File: config.mk
export PLATFORM = sky130hd
export DESIGN_NAME = complex_mult_param
export DESIGN_NICKNAME = d
export VERILOG_FILES = /design/src/rtl/complex_mult_param.sv
export SDC_FILE = /design/constraint.sdc
export NUM_CORES = 1
export LEC_CHECK = 0
export CORE_UTILIZATION = 40
export CTS_CLUSTER_DIAMETER = 30
export CTS_CLUSTER_SIZE = 20
export DETAILED_ROUTE_END_ITERATION = 12
export DONT_BUFFER_PORTS = 1
export SLEW_MARGIN = 20
export SYNTH_ARGS = -nofsm -noshare
export SYNTH_HDL_FRONTEND = slang
export SYNTH_SLANG_ARGS = --single-unit
export TNS_END_PERCENT = 20
File: constraint.sdc
create_clock -name clk -period 7.55 [get_ports clk]
set_input_delay 1.1325 -clock clk [delete_from_list [all_inputs] [get_ports clk]]
set_output_delay 1.1325 -clock clk [all_outputs]
set_load 0.1 [all_outputs]
File: src/rtl/complex_mult_param.sv
// Sequential complex multiplier: one shared N x N shift-add signed multiplier forms four partial products.
// Optional COMPLEX_MULT_PARAM_ACC_EN adds an acc port and G guard bits so results can accumulate into out.
module complex_mult_param #(
  parameter int N = 4,
  parameter int G = 4
) (
  input  logic                   clk,
  input  logic                   rst,
  input  logic                   start,
  input  logic [2*N-1:0]         a,
  input  logic [2*N-1:0]         b,
`ifdef COMPLEX_MULT_PARAM_ACC_EN
  input  logic                   acc,
  output logic [2*(2*N+1+G)-1:0] out,
`else
  output logic [2*(2*N+1)-1:0]   out,
`endif
  output logic                   ready,
  output logic                   valid
);

`ifdef COMPLEX_MULT_PARAM_ACC_EN
  localparam int P = 2*N + 1 + G;
`else
  localparam int P = 2*N + 1;
`endif
  localparam int CW = $clog2(N);

  if (N < 2 || N > 16 || G < 0) begin : g_bad_param
    $error("complex_mult_param: N must be 2..16 and G non-negative");
  end

  typedef enum logic [1:0] {IDLE, MUL, ACC, DONE} state_t;

  state_t          state;
  logic [1:0]      k;
  logic [CW-1:0]   cnt;
  logic [2*N-1:0]  a_q, b_q;
  logic [2*N-1:0]  mcand;
  logic [N-1:0]    mplier;
  logic [2*N-1:0]  prod;
  logic [P-1:0]    re_s, im_s;
  logic [P-1:0]    out_re, out_im;
`ifdef COMPLEX_MULT_PARAM_ACC_EN
  logic            acc_q;
`endif

  // Operand pair for the next product: taken from the live inputs at accept, from the held copy afterwards.
  // k=0 ar*br, k=1 ai*bi, k=2 ar*bi, k=3 ai*br.
  logic [2*N-1:0]  src_a, src_b;
  logic [1:0]      nk;
  logic [N-1:0]    x_sel, y_sel;
  logic [P-1:0]    prod_ext;
  logic            last_bit;

  always_comb begin
    if (state == IDLE) begin
      src_a = a;
      src_b = b;
      nk    = 2'd0;
    end else begin
      src_a = a_q;
      src_b = b_q;
      nk    = k + 2'd1;
    end
    x_sel = nk[0]           ? src_a[N-1:0] : src_a[2*N-1:N];
    y_sel = (nk[0] ^ nk[1]) ? src_b[N-1:0] : src_b[2*N-1:N];
  end

  assign prod_ext = {{(P-2*N){prod[2*N-1]}}, prod};
  assign last_bit = (cnt == CW'(N-1));
  assign out      = {out_re, out_im};

  // NOTE: every state element uses <= so all updates see pre-edge values, regardless of statement order.
  always_ff @(posedge clk) begin
    if (rst) begin
      state  <= IDLE;
      k      <= 2'd0;
      cnt    <= '0;
      a_q    <= '0;
      b_q    <= '0;
      mcand  <= '0;
      mplier <= '0;
      prod   <= '0;
      re_s   <= '0;
      im_s   <= '0;
      out_re <= '0;
      out_im <= '0;
      ready  <= 1'b1;
      valid  <= 1'b0;
`ifdef COMPLEX_MULT_PARAM_ACC_EN
      acc_q  <= 1'b0;
`endif
    end else begin
      valid <= 1'b0;
      case (state)
        IDLE: begin
          if (start) begin
            a_q    <= a;
            b_q    <= b;
`ifdef COMPLEX_MULT_PARAM_ACC_EN
            acc_q  <= acc;
`endif
            re_s   <= '0;
            im_s   <= '0;
            k      <= 2'd0;
            cnt    <= '0;
            prod   <= '0;
            mcand  <= {{N{x_sel[N-1]}}, x_sel};
            mplier <= y_sel;
            ready  <= 1'b0;
            state  <= MUL;
          end
        end
        MUL: begin
          // The multiplier's MSB carries weight -2^(N-1), so its partial product is subtracted.
          if (mplier[0])
            prod <= last_bit ? prod - mcand : prod + mcand;
          mcand  <= mcand << 1;
          mplier <= mplier >> 1;
          if (last_bit) begin
            cnt   <= '0;
            state <= ACC;
          end else begin
            cnt   <= cnt + 1'b1;
          end
        end
        ACC: begin
          case (k)
            2'd0:    re_s <= re_s + prod_ext;
            2'd1:    re_s <= re_s - prod_ext;
            default: im_s <= im_s + prod_ext;
          endcase
          if (k == 2'd3) begin
            state <= DONE;
          end else begin
            k      <= k + 2'd1;
            prod   <= '0;
            mcand  <= {{N{x_sel[N-1]}}, x_sel};
            mplier <= y_sel;
            state  <= MUL;
          end
        end
        DONE: begin
`ifdef COMPLEX_MULT_PARAM_ACC_EN
          out_re <= acc_q ? out_re + re_s : re_s;
          out_im <= acc_q ? out_im + im_s : im_s;
`else
          out_re <= re_s;
          out_im <= im_s;
`endif
          k      <= 2'd0;
          valid  <= 1'b1;
          ready  <= 1'b1;
          state  <= IDLE;
        end
        default: state <= IDLE;
      endcase
    end
  end

endmodule

Run 1, where the registers sit:
Other sequential cells in the stronger gray, the rest of the logic in the fainter gray.
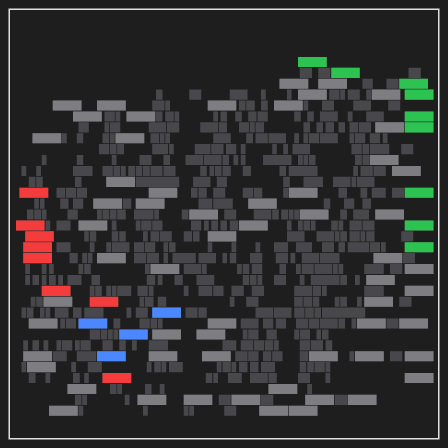
Key: green = out_im [flops 9]; red = a_q [flops 8, where west]; blue = mplier [flops 4, where south-west]
Another 59 sequential cells are not colored.

Run 1, routing congestion:
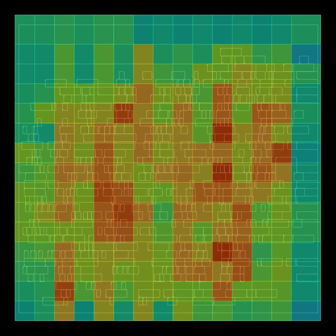
average wire per cell in the routed design: 15.2 um
all-layer global routing usage: 18.6%
Post-Route Utilization: 44.5%
most used routing layer in global routing: met2
met3 global-route usage: 5.05%

Run 1, I/O nets highlighted:
The bar under the picture is 20 um long.
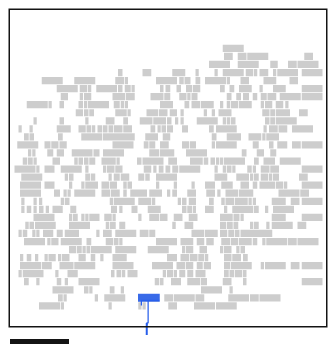
Key: blue = ready [bits 1, direction output, edge south, end cells 1, buffers 0, wire 16.5 um]

-- run 1: where the power goes --
group | internal, mW | switching [mW] | leakage (nW) | total, mW
Combinational | 0.0881 | 0.0989 | 0.989 | 0.187
Sequential | 0.436 | 0.0205 | 0.650 | 0.456
Clock | 0.202 | 0.152 | 0.112 | 0.354
-- run 1: kinds of logic after synthesis --
group                      count (synthesis)  share of synthesized area [%]
DFF                                       80                           36.4
AOI/OAI and AO/OA                        153                           23.2
muxes                                     13                           3.05
xor gates and xnor gates                  23                           4.76
buffers and inverters                     45                           4.44
and+or+nand+nor                          175                           18.5
adders and majority gates                 32                           9.62
-- run 1: cell type report --
class	count	area, um2
clock buffers	12	155
clock inverters	3	65.1
fillers	1049	5840
inverters	20	75.1
multi-input cells	396	2600
flip-flops and latches	80	1600
well taps	136	170
repair buffers	1	7.51
==> metrics.log, run 1 <==
[report] implementation figures
INFO  metric die.size.y = about 110 um
INFO  metric worstHoldEndpoint = a_q[7]$_SDFFE_PP0P_
INFO  metric synth_area_per_cell = approximately 8.4 um2
INFO  metric cts.hold.buffers_added = 0
INFO  metric top_cells_by_area = sky130_fd_sc_hd__dfxtp_1 36%, sky130_fd_sc_hd__ha_1 8.3%, sky130_fd_sc_hd__a21oi_1 6.3%
INFO  metric setup_fix_buffers_added_after_clock_tree_synthesis = 0
INFO  metric post_synth_instance_area = between 4000 and 5000 um2
INFO  metric worstHoldStart = a_q[7]$_SDFFE_PP0P_
INFO  metric antenna_cells = 0
INFO  metric top_level_ports = 39
INFO  metric hold_path.class = flop to flop
INFO  metric final-max-slew-violation-count = 0
INFO  metric leakage = about 1.8 nW
INFO  metric uppermost_layer_routed = met4
INFO  metric synth_sequential_area_ratio = 36.4%
INFO  metric postSynthCellCount = between 500 and 600
INFO  metric num_vias = about 3500
INFO  metric pwr_density_cell = 214 nW/um2
INFO  metric timing.final.hold_violations = 0
INFO  metric synth_top_cell_by_area = sky130_fd_sc_hd__dfxtp_1
INFO  metric status = finished, final reports clean
INFO  metric fin_crit = approximately 3.2 ns
INFO  metric synth_async_reset_ratio = 0%
INFO  metric cts_inserted_buffers = 9
INFO  metric layout-drive-gt1-share = 6.25%
INFO  metric gp_congestion = 0.853
INFO  metric hold_depth = 2
INFO  metric rr_endpoint = re_s[5]$_SDFFE_PP0P_
INFO  metric detail_route.vias_per_cell = 5.48
INFO  metric register_to_register_path_depth = 10
INFO  metric floorplan.die_area = 11400 um2
INFO  metric unrepaired_setup_endpoints_after_global_routing = no
INFO  metric clkSinkCount = 80
INFO  metric critPathArrivalTime = between 3 and 4 ns
INFO  metric met1Wirelength = 4600 um
INFO  metric detailedPlacementHpwl = between 7000 and 8000 um
INFO  metric post-layout-total-power = between 0.9 and 1 mW
INFO  metric final_cell_count_no_fill = roughly 650
INFO  metric fp_util = between 40% and 50%
INFO  metric globalRouteMet1Util = 23.1%
INFO  metric number_of_nets_produced_by_synthesis = roughly 570
Run 1, the metal 1 layer:
Supply wires on this layer in gray. Cells faint in the background.
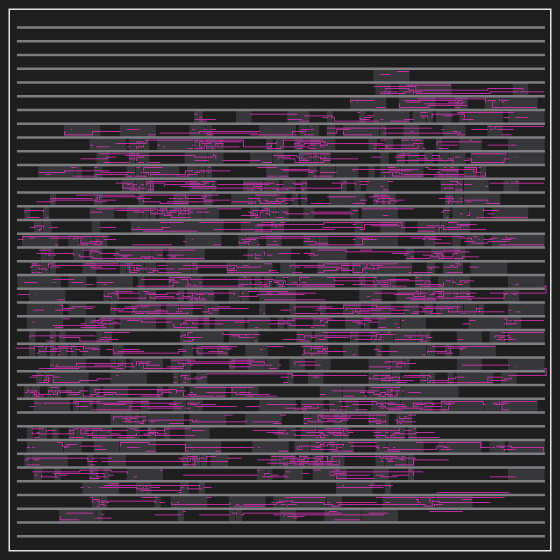

## Run 2: what changed since run 1
==> constraint.sdc (replaced) <==
create_clock -name clk -period 3.3 [get_ports clk]
set_input_delay 0.495 -clock clk [delete_from_list [all_inputs] [get_ports clk]]
set_output_delay 0.495 -clock clk [all_outputs]
set_load 0.1 [all_outputs]
Run 2, the metal 1 layer:
Supply wires on this layer in gray. Cells faint in the background.
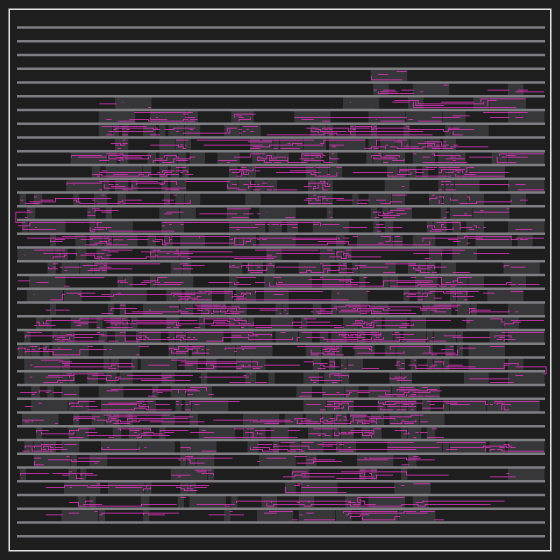
The layer holds 46% of the routed length. The layer carries 4540 um of wire. 532 nets have wire on it.

==> run 2 against run 1 <==
Synthesized cell count stayed put. Core utilization is 0.12 points lower. Count of clock-buffer cells in the layout is 1 lower. Synthesized area stayed put. Via count is 0.56% higher. Sequential power is 130% higher. Combinational power is 130% higher. Die area stayed put. Critical path type unchanged.
==> metrics.log, run 2 <==
[report] implementation figures
INFO  metric status = finished, final reports clean
INFO  metric synth_warnings = 0
INFO  metric grt_pass1_vias = approximately 3600
INFO  metric cts-root-buf = sky130_fd_sc_hd__clkbuf_8
INFO  metric die.size.y = 107 um
INFO  metric number_of_nets_produced_by_synthesis = roughly 570
INFO  metric unrepaired_setup_endpoints_after_global_routing = no
INFO  metric leakage = 1.75 nW
INFO  metric antenna_cells = 0
INFO  metric num_vias = around 3600
INFO  metric cp_top_family = simple AND/OR/NAND/NOR gates
INFO  metric comb-power = 0.437 mW
INFO  metric top_cells_by_area = sky130_fd_sc_hd__dfxtp_1 36%, sky130_fd_sc_hd__ha_1 8.3%, sky130_fd_sc_hd__a21oi_1 6.3%
INFO  metric internal_power = ~1.6 mW
INFO  metric final-max-slew-violation-count = 0
INFO  metric clkSinkCount = roughly 80
INFO  metric postSynthCellCount = 521
INFO  metric cp_num_buf_inv = 1
INFO  metric fp_util = 41.8%
INFO  metric post-layout-total-power = 2.19 mW
INFO  metric drt_iter0_markers = about 140
INFO  metric pg_seq = 1.04 mW
INFO  metric worstHoldEndpoint = re_s[0]$_SDFFE_PP0P_
INFO  metric ff_type = sky130_fd_sc_hd__dfxtp_1
INFO  metric yosysTopAreaCellShare = about 36%
INFO  metric dpl_worst_slack = around 0.43 ns
INFO  metric setup_viol_count_final = 0
INFO  metric clock_group_share_of_total_power = 32.5%
INFO  metric gp_congestion = 0.821
INFO  metric fin_crit = 2.89 ns
INFO  metric fin_area = 4660 um2
INFO  metric synth_area_per_cell = approximately 8.4 um2
INFO  metric post_synth_instance_area = around 4400 um2
INFO  metric final_cell_count_no_fill = 650
INFO  metric worst-slew-pin-transition = just under 1 ns
INFO  metric cts.hold.buffers_added = 0
INFO  metric register_share_of_total_power = 47.5%
INFO  metric layout_top_cell = sky130_fd_sc_hd__dfxtp_1
INFO  metric warning_count = 28
INFO  metric first_pass_grt_wire_length = ~17000 um
INFO  metric synth_async_reset_ratio = 0%
INFO  metric worstHoldStart = rst
INFO  metric postCtsResizedCells = 0
INFO  metric synth_top_cell_by_area = sky130_fd_sc_hd__dfxtp_1
INFO  metric routed_wirelength = just under 10000 um
INFO  metric p_sw = approximately 0.63 mW
INFO  metric max-slew-margin-rel = a little over a third
INFO  metric critical_path.cell_chain = inv_1 > ha_1 > nor4b_1 > a21oi_1 > xnor2_1 > ha_1 > or4_1 > o22ai_1 > xnor2_1 > mux2i_1 > a21oi_1
INFO  metric detailedPlacementHpwl = about 7100 um
INFO  metric floorplan.die_area = 11400 um2
INFO  metric layout-drive-gt1-share = 6.61%
INFO  metric critPathArrivalTime = approximately 3.2 ns
INFO  metric wire_per_inst = roughly 15 um
INFO  metric row_count = 37
INFO  metric cap_violations = 0
INFO  metric synth_cell_type_count = between 50 and 60
INFO  metric register_to_register_path_depth = 11
INFO  metric pwr_density_cell = 470 nW/um2
INFO  metric critPathMaxFanout = 7
INFO  metric power_top_consumer = registers
INFO  metric hold_depth = 1
INFO  metric grt_use_total = between 10% and 20%
INFO  metric final.period_utilization = approximately 88%
INFO  metric timing.final.hold_violations = 0
INFO  metric pwr.group.clock = 0.712 mW
INFO  metric post_route_utilization = 44.3%
INFO  metric crit_cells = 11
INFO  metric rr_endpoint = re_s[8]$_SDFFE_PP0P_
INFO  metric hold_path.class = input pin to flop
INFO  metric drt_pass1_iterations = 4
INFO  metric detail_route.vias_per_cell = 5.49
INFO  metric switching_share = between 20% and 30%
INFO  metric cp-startpoint = prod[1]$_SDFFE_PP0P_
INFO  metric placedCellCount = about 640
INFO  metric final_antenna_net_count = 0
INFO  metric post-synth-top-count-cell = sky130_fd_sc_hd__dfxtp_1
INFO  metric finalSetupTns = 0 ns
INFO  metric combinationalPowerShare = around 20%
INFO  metric cts_inserted_buffers = 9
INFO  metric top_level_ports = 39
INFO  metric placedInstanceArea = 4470 um2
INFO  metric setup_fix_buffers_added_after_clock_tree_synthesis = 0
INFO  metric synth_sequential_area_ratio = a little over a third
Run 2, where the registers sit:
Other sequential cells in the stronger gray, the rest of the logic in the fainter gray.
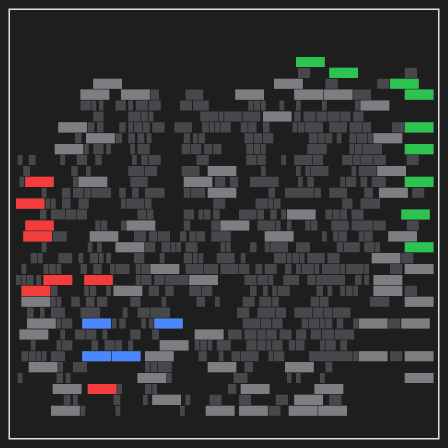
Key: blue = mplier [flops 4, where south-west]; red = a_q [flops 8, where west]; green = out_im [flops 9]
Another 59 sequential cells are not colored.

## run 2: layout make-up
cell class,count,area (um2)
clock buffers,11,141
multi-input cells,396,2600
clock inverters,3,43.8
inverters,20,75.1
fillers,1028,5850
repair buffers,4,30.0
well taps,136,170
flip-flops and latches,80,1600
## run 2: cells by family after synthesis
logic type                 share of synthesized area, %
xor gates and xnor gates                           4.76
adders and majority gates                          9.62
muxes                                              3.05
buffers and inverters                              4.44
and+or+nand+nor                                    18.5
AOI/OAI and AO/OA                                  23.2
DFF                                                36.4
## run 2: layer usage
| metal | up-vias | global-route usage, % | wire [um] |
|---|---|---|---|
| met5 | - | 0 | 0 |
| met4 | 0 | 7.44 | 186 |
| met3 | 16 | 4.98 | 421 |
| met2 | 74 | 31.5 | 4630 |
| met1 | 1647 | 23.4 | 4540 |
| li1 | 1832 | - | - |
## Run 3: what changed since run 2
--- a/config.mk
+++ b/config.mk
@@ -5,6 +5,7 @@
 export SDC_FILE = /design/constraint.sdc
 export NUM_CORES = 1
 export LEC_CHECK = 0
+export ABC_CLOCK_PERIOD_IN_PS = 3300
 export CORE_UTILIZATION = 40
 export CTS_CLUSTER_DIAMETER = 30
 export CTS_CLUSTER_SIZE = 20
Run 3, where the registers sit:
Other sequential cells in the stronger gray, the rest of the logic in the fainter gray.
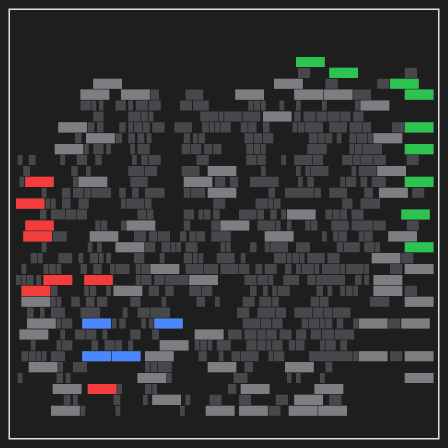
Key: green = out_im [flops 9]; red = a_q [flops 8, where west]; blue = mplier [flops 4, where south-west]
Another 59 sequential cells are not colored.

Run 3, I/O nets highlighted:
The bar under the picture is 20 um long.
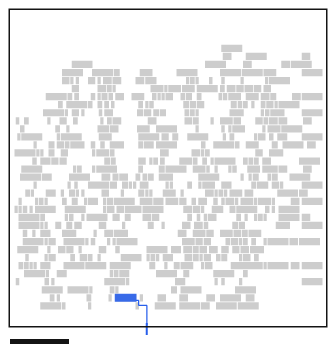
Key: blue = ready [bits 1, direction output, edge south, end cells 1, buffers 0, wire 12.0 um]

==> run 3 against run 2 <==
Hold slack stayed put. Worst setup slack unchanged. Count of clock-buffer cells in the layout is the same. Die area is the same. Non-clock buffer count unchanged. Via count unchanged. Global-route usage unchanged. Sequential power about the same. Wire length unchanged. Clock skew did not move.
==> metrics.log, run 3 <==
[report] implementation figures
INFO  metric fp_util = between 40% and 50%
INFO  metric postSynthCellCount = 521
INFO  metric uppermost_layer_routed = met4
INFO  metric fin_area = between 4000 and 5000 um2
INFO  metric post-layout-total-power = approximately 2.2 mW
INFO  metric met1Wirelength = between 4000 and 5000 um
INFO  metric met2RoutedLength = 4630 um
INFO  metric pwr.group.clock = approximately 0.7 mW
INFO  metric grt_use_met3 = 4.98%
INFO  metric setup_fix_buffers_added_after_clock_tree_synthesis = 0
INFO  metric grt_pass1_vias = 3580
INFO  metric row_count = 37
INFO  metric number_of_nets_produced_by_synthesis = 572
INFO  metric fin_crit = between 2 and 3 ns
INFO  metric placedInstanceArea = approximately 4500 um2
INFO  metric power_top_consumer = registers
INFO  metric switching_share = approximately 29%
INFO  metric final.fill_count = roughly 1000
INFO  metric final_cell_count_no_fill = between 600 and 700
INFO  metric drt_iter0_markers = 136
INFO  metric ff_type = sky130_fd_sc_hd__dfxtp_1
INFO  metric status = finished, final reports clean
INFO  metric cts.hold.buffers_added = 0
INFO  metric p_sw = between 0.6 and 0.7 mW
INFO  metric setup_viol_count_final = 0
INFO  metric crit_cells = 11
INFO  metric synth_async_reset_ratio = 0%
INFO  metric drt_pass1_iterations = 4
INFO  metric routed_wirelength = around 9800 um
INFO  metric max-slew-margin-rel = between 30% and 40%
INFO  metric synth_area_per_cell = approximately 8.4 um2
INFO  metric floorplan.die_area = between 10000 and 15000 um2
INFO  metric die.size.y = 107 um
INFO  metric pwr_density_cell = roughly 470 nW/um2
INFO  metric warning_count = 28
INFO  metric register_share_of_total_power = between 40% and 50%
INFO  metric cap_violations = 0
INFO  metric post_route_utilization = around 44%
INFO  metric unrepaired_setup_endpoints_after_global_routing = no
INFO  metric detailedPlacementHpwl = between 7000 and 8000 um
INFO  metric gr_met2_demand_resource = 31.5%
INFO  metric hold_depth = 1
INFO  metric synth_sequential_area_ratio = a little over a third
INFO  metric wire_per_inst = about 15 um
INFO  metric clock_group_share_of_total_power = between 30 and 40%
INFO  metric cp_top_family = simple AND/OR/NAND/NOR gates
INFO  metric cp_num_buf_inv = 1
INFO  metric register_to_register_path_depth = 11
INFO  metric final-max-slew-violation-count = 0
INFO  metric post-synth-top-count-cell = sky130_fd_sc_hd__dfxtp_1
INFO  metric synth_warnings = 0
INFO  metric yosysTopAreaCellShare = 36.4%
INFO  metric critical_path.cell_chain = inv_1 > ha_1 > nor4b_1 > a21oi_1 > xnor2_1 > ha_1 > or4_1 > o22ai_1 > xnor2_1 > mux2i_1 > a21oi_1
INFO  metric critPathArrivalTime = 3.15 ns
INFO  metric post_synth_instance_area = around 4400 um2
INFO  metric rr_endpoint = re_s[8]$_SDFFE_PP0P_
INFO  metric globalRouteMet1Util = around a quarter
INFO  metric worstHoldStart = rst
==> run 3: cell counts in the layout (fill, tap and decap cells not counted) <==
No cell type changed its count.
==> run 3: cells by family after synthesis <==
kind of cell | Yosys count | share of synthesized area (%)
compound gates | 153 | 23.2
xor+xnor | 23 | 4.76
fa+ha+maj | 32 | 9.62
buf+inv | 45 | 4.44
flops | 80 | 36.4
mux | 13 | 3.05
simple gates | 175 | 18.5
==> run 3: layout make-up <==
cell class / count / area [um2] / share of cell area, %
Inverter: 20 / 75.1 / 1.61
Clock buffer: 11 / 141 / 3.03
Multi-Input combinational cell: 396 / 2600 / 55.7
Sequential cell: 80 / 1600 / 34.4
Clock inverter: 3 / 43.8 / 0.940
Tap cell: 136 / 170 / 3.65
Timing Repair Buffer: 4 / 30.0 / 0.644
Power is estimated from default activity; no workload was simulated.
